File: src/rtl/dmem_arb_pkg.sv
// dmem_arb_pkg: state encoding and port indices shared by the data-memory arbiter.
// Revision 1.0
`default_nettype none

package dmem_arb_pkg;

  typedef enum logic [1:0] {
    IDLE   = 2'd0,
    GRANT0 = 2'd1,
    GRANT1 = 2'd2
  } arb_state_e;

  localparam logic PORT_CORE = 1'b0;
  localparam logic PORT_DMA  = 1'b1;

endpackage

`default_nettype wire

File: src/rtl/dmem_arbiter_rr_pick.sv
// rr_pick2: combinational two-way round-robin picker; rr names the tie winner.
// Revision 1.0
`default_nettype none

module rr_pick2 (
  input  logic req0,
  input  logic req1,
  input  logic rr,
  output logic gnt_valid,
  output logic gnt_idx
);

  assign gnt_valid = req0 | req1;
  assign gnt_idx   = (req0 && req1) ? rr : req1;

endmodule

`default_nettype wire

File: src/rtl/dmem_arbiter.sv
// dmem_arbiter: round-robin valid/ack arbiter sharing one data memory between core and DMA.
// Optional conflict counter enabled by DMEM_ARB_STATS_EN. Revision 1.0
`default_nettype none

module dmem_arbiter
  import dmem_arb_pkg::*;
#(
  parameter int Width   = 32,
  parameter int STATS_W = 16
) (
  input  logic             clk,
  input  logic             rst_n,
  input  logic             req0,
  input  logic             we0,
  input  logic [Width-1:0] addr0,
  input  logic [Width-1:0] wdata0,
  output logic             ack0,
  output logic [Width-1:0] rdata0,
  input  logic             req1,
  input  logic             we1,
  input  logic [Width-1:0] addr1,
  input  logic [Width-1:0] wdata1,
  output logic             ack1,
  output logic [Width-1:0] rdata1,
  output logic             MemWrite,
  output logic             MemRead,
  output logic [Width-1:0] MemAddr,
  output logic [Width-1:0] MemWData,
  input  logic [Width-1:0] MemRData
`ifdef DMEM_ARB_STATS_EN
  ,
  output logic [STATS_W-1:0] conflict_cnt
`endif
);

  arb_state_e state;
  logic       rr;
  logic       pick_rr;
  logic       gnt_valid;
  logic       gnt_idx;

  // While granted, the other port wins any tie so continuous requests alternate.
  always_comb begin
    pick_rr = rr;
    if (state == GRANT0) pick_rr = PORT_DMA;
    else if (state == GRANT1) pick_rr = PORT_CORE;
  end

  rr_pick2 u_pick (
    .req0      (req0),
    .req1      (req1),
    .rr        (pick_rr),
    .gnt_valid (gnt_valid),
    .gnt_idx   (gnt_idx)
  );

  always_ff @(posedge clk or negedge rst_n) begin
    if (!rst_n) begin
      state <= IDLE;
      rr    <= PORT_CORE;
    end else begin
      if (!gnt_valid)  state <= IDLE;
      else if (gnt_idx) state <= GRANT1;
      else             state <= GRANT0;
      if (ack0)      rr <= PORT_DMA;
      else if (ack1) rr <= PORT_CORE;
    end
  end

  always_comb begin
    ack0     = 1'b0;
    ack1     = 1'b0;
    rdata0   = '0;
    rdata1   = '0;
    MemWrite = 1'b0;
    MemRead  = 1'b0;
    MemAddr  = '0;
    MemWData = '0;
    case (state)
      GRANT0: begin
        MemAddr  = addr0;
        MemWData = wdata0;
        MemWrite = req0 && we0;
        MemRead  = req0 && !we0;
        ack0     = req0;
        if (req0 && !we0) rdata0 = MemRData;
      end
      GRANT1: begin
        MemAddr  = addr1;
        MemWData = wdata1;
        MemWrite = req1 && we1;
        MemRead  = req1 && !we1;
        ack1     = req1;
        if (req1 && !we1) rdata1 = MemRData;
      end
      default: ;
    endcase
  end

`ifdef DMEM_ARB_STATS_EN
  always_ff @(posedge clk or negedge rst_n) begin
    if (!rst_n) begin
      conflict_cnt <= '0;
    end else if (req0 && req1 && (ack0 ^ ack1) && (conflict_cnt != '1)) begin
      conflict_cnt <= conflict_cnt + 1'b1;
    end
  end
`endif

endmodule

`default_nettype wire

File: config.mk
export PLATFORM = sky130hd
export DESIGN_NAME = dmem_arbiter
export DESIGN_NICKNAME = d
export VERILOG_FILES = /design/src/rtl/dmem_arb_pkg.sv /design/src/rtl/dmem_arbiter_rr_pick.sv /design/src/rtl/dmem_arbiter.sv
export SDC_FILE = /design/constraint.sdc
export NUM_CORES = 1
export LEC_CHECK = 0
export CAP_MARGIN = 5
export CORE_AREA = 5 5 113 115
export CTS_CLUSTER_DIAMETER = 50
export DETAILED_ROUTE_END_ITERATION = 6
export DIE_AREA = 0 0 118 120
export HOLD_SLACK_MARGIN = 0.15
export MAX_ROUTING_LAYER = met4
export PLACE_DENSITY = 0.59
export SKIP_LAST_GASP = 1
export SYNTH_ARGS = -nofsm -noshare
export SYNTH_HDL_FRONTEND = slang
export SYNTH_SLANG_ARGS = --single-unit
File: constraint.sdc
create_clock -name clk -period 1.7 [get_ports clk]
set_input_delay 0.34 -clock clk [delete_from_list [all_inputs] [get_ports clk]]
set_output_delay 0.34 -clock clk [all_outputs]
set_load 0.02 [all_outputs]
Fig. 1: run 1, wires at chosen ports, followed through buffers
(4 px per um)
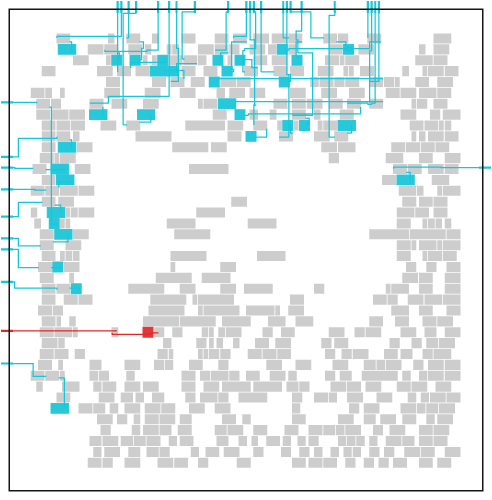
legend:
  `ack0`:
    colour: red
    direction: output
    edge: west
    end_cells: 1
    buffers: 1
    wire: 38.3 um
  `wdata1`:
    colour: cyan
    direction: input
    edge: 22 north, 9 west, 1 east
    end_cells: 32
    buffers: 32
    wire: 893 um

Fig. 2: run 1, metal 2
(4 px per um)
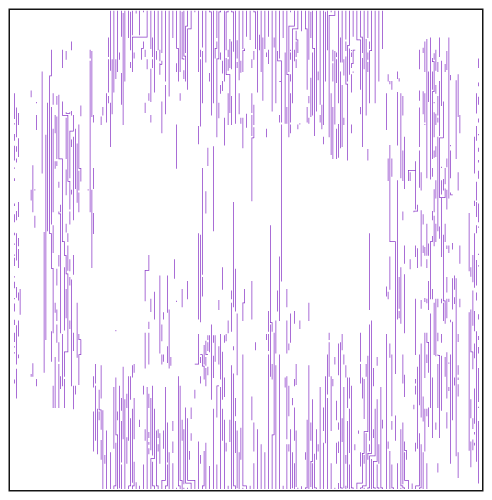
wire length on this layer: 6930 um
share of all routed wire: 55%

Fig. 3: run 1, cell placement
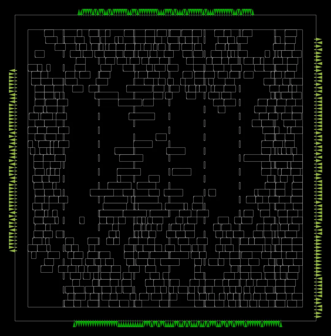
# fillers: 1142
core area: 0.01171 mm^2
tap cells: 147

==> CHANGELOG.md, run 1 <==
### Changed

- Pre-antenna DRT Iters: 4
- Final Setup Violations: between 100 and 150
- Placed cells: ~700
- ANT nets after route: 0
- Worst Slack Setup Final: -0.2769 ns
- Detailed-route via count: around 3100
- Arrival time of the worst setup path: between 1.5 and 2 ns
- Hold crit path type: in -> async
- Top FF cell, synth: dfrtp_1
- Average cell area after synthesis: about 6.5 um^2
- Clk_lat worst skew: approximately 0.22 ns
- Seq cells: 3
- Cell count after synthesis: around 250
- P_seq: ~0.00011 W
- Period minus WS final: 1.977 ns
- Postcts setup bufs: 4
- CP top delay family: buffers and inverters
- Clock Network Area Fraction: 1.422%
- Overall Power: ~0.0040 W
- Clock group: about 0.00037 W
- Register share of the cell area: under 10%
- Signal buffers: ~330
- Worst VDD drop: slightly below 0.0006 V
- Synth logic family: simple AND/OR/NAND/NOR gates
- Failing checks: setup timing
- Met1 WL: roughly 4700 um
- Inverters: 4
- Share of cells above drive strength 1: between 40% and 50%
- CP Capture Point: rdata1[5]
- Die X: between 100 and 150 um
- Distinct cells, synth: 21
- Dpl hpwl: around 9700 um
- Status: finished with violations
- Peak per-stage delay on the critical path: about 0.4 ns
- Highest-count logic cell in the final layout: clkdlybuf4s50_1
- GR Layer Usage met1: between 15 and 20%
- CP startpoint: state[1]$_DFF_PN0_
- FF-to-FF setup slack: 0.29 ns
==> run 1 -> run 2 <==
--- a/config.mk
+++ b/config.mk
@@ -6,13 +6,13 @@
 export NUM_CORES = 1
 export LEC_CHECK = 0
 export CAP_MARGIN = 5
-export CORE_AREA = 5 5 113 115
+export CORE_AREA = 5 5 114 116
 export CTS_CLUSTER_DIAMETER = 50
 export DETAILED_ROUTE_END_ITERATION = 6
-export DIE_AREA = 0 0 118 120
-export HOLD_SLACK_MARGIN = 0.15
+export DIE_AREA = 0 0 119 121
+export DONT_BUFFER_PORTS = 1
 export MAX_ROUTING_LAYER = met4
-export PLACE_DENSITY = 0.59
+export PLACE_DENSITY = 0.3
 export SKIP_LAST_GASP = 1
 export SYNTH_ARGS = -nofsm -noshare
 export SYNTH_HDL_FRONTEND = slang
Fig. 4: run 2, metal 2
(4 px per um)
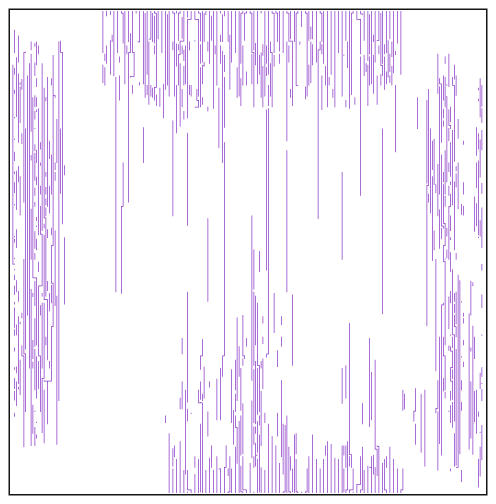
wire length on this layer: 6230 um
main direction: vertical
longest straight run: 89.8 um

Fig. 5: run 2, cell placement
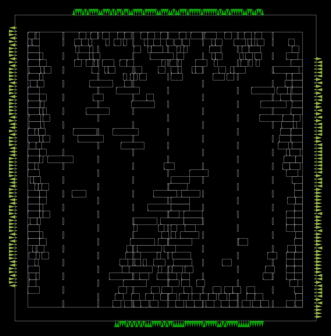
Final Util: 28.81%
Layout Cells excl Fill: 475
Seq cells: 3
core area: 0.01181 mm^2

Fig. 6: run 2, clock network drawn from the DEF
(2 px per um)
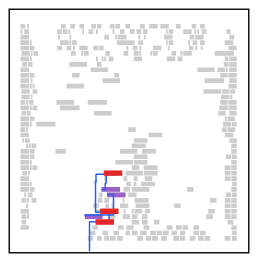
legend:
  flip-flops:
    colour: purple
    count: 3
  clock wires:
    colour: blue
    length: 98.6 um
  cells driving clock nets:
    colour: red
    count: 3
routed clock nets: 4

==> run 2 against run 1 <==
Compared with the run above: the run still ends with setup timing left; synthesized cell count unchanged; cell count decreased by 32%; worst setup slack improved by 0.029 ns; area after synthesis unchanged; count of clock-buffer cells in the layout unchanged; routed wire length decreased by 9.9%; clock power increased by 2%; combinational power decreased by 11%.
==> CHANGELOG.md, run 2 <==
### Changed

- Status: finished with violations (unchanged)
- Failing checks: setup timing (unchanged)
- Peak per-stage delay on the critical path: 0.42 ns (was 0.41 ns)
- Placed cells: 437 (was 682)
- Cell count after synthesis: 245 (unchanged)
- Hold crit path type: in -> reg (was in -> async)
- Signal buffers: 100 (was 332)
- # hold bufs at CTS: 1 (was 0)
- Tap cells: 147 (unchanged)
- Clk_lat worst skew: 0.22 ns (about the same)
- Clock group: 0.000376 W (was 0.000367 W)
- Postcts setup bufs: 5 (was 4)
- ANT nets after route: 0 (unchanged)
- Top cells by area: a22oi_1 30%, and2_1 19%, nor2_1 16% (unchanged)
- Highest-count logic cell in the final layout: buf_4 (was clkdlybuf4s50_1)
- Worst VDD drop: 0.0003975 V (was 0.0005927 V)
- FF-to-FF setup slack: 0.20 ns (was 0.29 ns)
- Top FF cell, synth: dfrtp_1 (unchanged)
- Share of cells above drive strength 1: 73.78% (was 49.82%)
- Fin. max-slew vios: 0 (unchanged)
- Distinct cells, synth: 21 (unchanged)
- Clock Network Area Fraction: 2.316% (was 1.422%)
- Clock transition at path regs: 0.03 ns (about the same)
- # fillers: 1235 (was 1142)
- Synthesized cell area: 0.001583 mm^2 (unchanged)
- Average cell area after synthesis: 6.460 um^2 (unchanged)
- Pre-antenna DRT Iters: 4 (unchanged)
- Worst Slack Setup Final: -0.2477 ns (was -0.2769 ns)
- CP startpoint: state[0]$_DFF_PN0_ (was state[1]$_DFF_PN0_)
- Final Setup Violations: 131 (unchanged)
- Dpl hpwl: 6304 um (was 9700 um)
- Overall Power: 0.003624 W (was 0.003976 W)
- Worst r2r src: state[0]$_DFF_PN0_ (unchanged)
- Arrival time of the worst setup path: 1.61 ns (was 1.64 ns)
- Inverters: 4 (unchanged)
- Period minus WS final: 1.948 ns (was 1.977 ns)
- CP Capture Point: MemWData[9] (was rdata1[5])
- Synth logic family: simple AND/OR/NAND/NOR gates (unchanged)
- Met1 WL: 4406 um (was 4738 um)
- P_comb: 0.00313 W (was 0.00350 W)
==> run 2 -> run 3 <==
--- a/config.mk
+++ b/config.mk
@@ -12,7 +12,6 @@
 export DIE_AREA = 0 0 119 121
 export DONT_BUFFER_PORTS = 1
 export MAX_ROUTING_LAYER = met4
-export PLACE_DENSITY = 0.3
 export SKIP_LAST_GASP = 1
 export SYNTH_ARGS = -nofsm -noshare
 export SYNTH_HDL_FRONTEND = slang
Fig. 7: run 3, cell placement
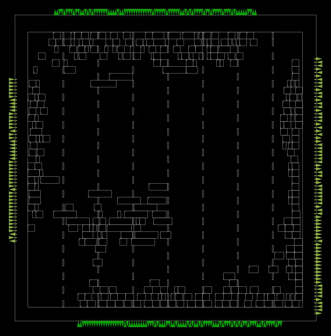
Final Util: 22.30%
# fillers: 1325

Fig. 8: run 3, wires at chosen ports, followed through buffers
(4 px per um)
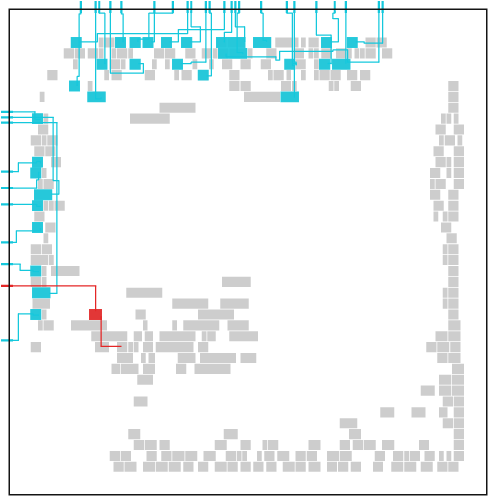
legend:
  `wdata1`:
    colour: cyan
    direction: input
    edge: 23 north, 9 west
    end_cells: 32
    buffers: 0
    wire: 577 um
  `ack0`:
    colour: red
    direction: output
    edge: west
    end_cells: 1
    buffers: 0
    wire: 39.8 um

Fig. 9: run 3, clock network drawn from the DEF
(2 px per um)
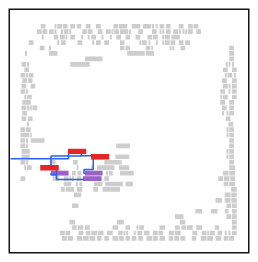
legend:
  cells driving clock nets:
    colour: red
    count: 3
  clock wires:
    colour: blue
    length: 106 um
  flip-flops:
    colour: purple
    count: 3
routed clock nets: 4

==> run 3 against run 2 <==
Compared with the run above: the run still ends with setup timing left; routed wire length down 11%; synthesized cell count unchanged; first-iteration DRC count up 29%; non-clock buffer count down 22; combinational power down about 30%; total power down 26%; area after synthesis unchanged; count of clock-buffer cells in the layout unchanged; critical path type unchanged.
==> CHANGELOG.md, run 3 <==
### Changed

- Arrival time of the worst setup path: 1.58 ns (was 1.61 ns)
- Distinct cells, synth: 21 (unchanged)
- Status: finished with violations (unchanged)
- CP Capture Point: MemWData[31] (was MemWData[9])
- Hold crit path type: in -> reg (unchanged)
- FF-to-FF setup slack: 0.25 ns (was 0.20 ns)
- Clock group: 0.000375 W (was 0.000376 W)
- P_comb: 0.00218 W (was 0.00313 W)
- Peak per-stage delay on the critical path: 0.37 ns (was 0.42 ns)
- # hold bufs at CTS: 1 (unchanged)
- Seq cells: 3 (unchanged)
- CP top delay family: buffers and inverters (unchanged)
- Share of cells above drive strength 1: 56.72% (was 73.78%)
- GR Layer Usage met1: 13.76% (was 13.56%)
- Synthesized cell area: 0.001583 mm^2 (unchanged)
- Final Setup Violations: 130 (was 131)
- Overall Power: 0.002667 W (was 0.003624 W)
- Period minus WS final: 1.923 ns (was 1.948 ns)
- Clock Network Area Fraction: 2.993% (was 2.316%)
- Worst Slack Setup Final: -0.2229 ns (was -0.2477 ns)
- Postcts setup bufs: 0 (was 5)
- Average cell area after synthesis: 6.460 um^2 (unchanged)
- Failing checks: setup timing (unchanged)
- Clk_lat worst skew: 0.22 ns (about the same)

==> gallery <==
Cell classes on the final placement.
(2 px per um)
(a)
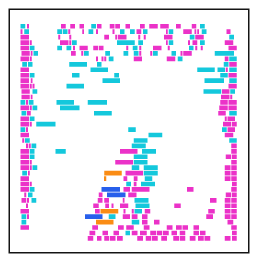
(b)
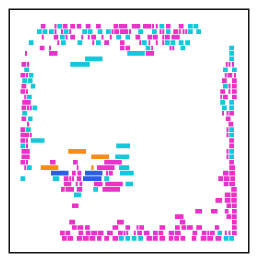
(c)
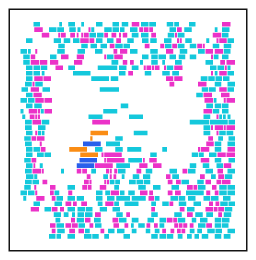
- highest utilization: (c)
(b) comes from run 3.
(a) comes from run 2.
(c) comes from run 1.

Power is estimated from default activity; no workload was simulated.
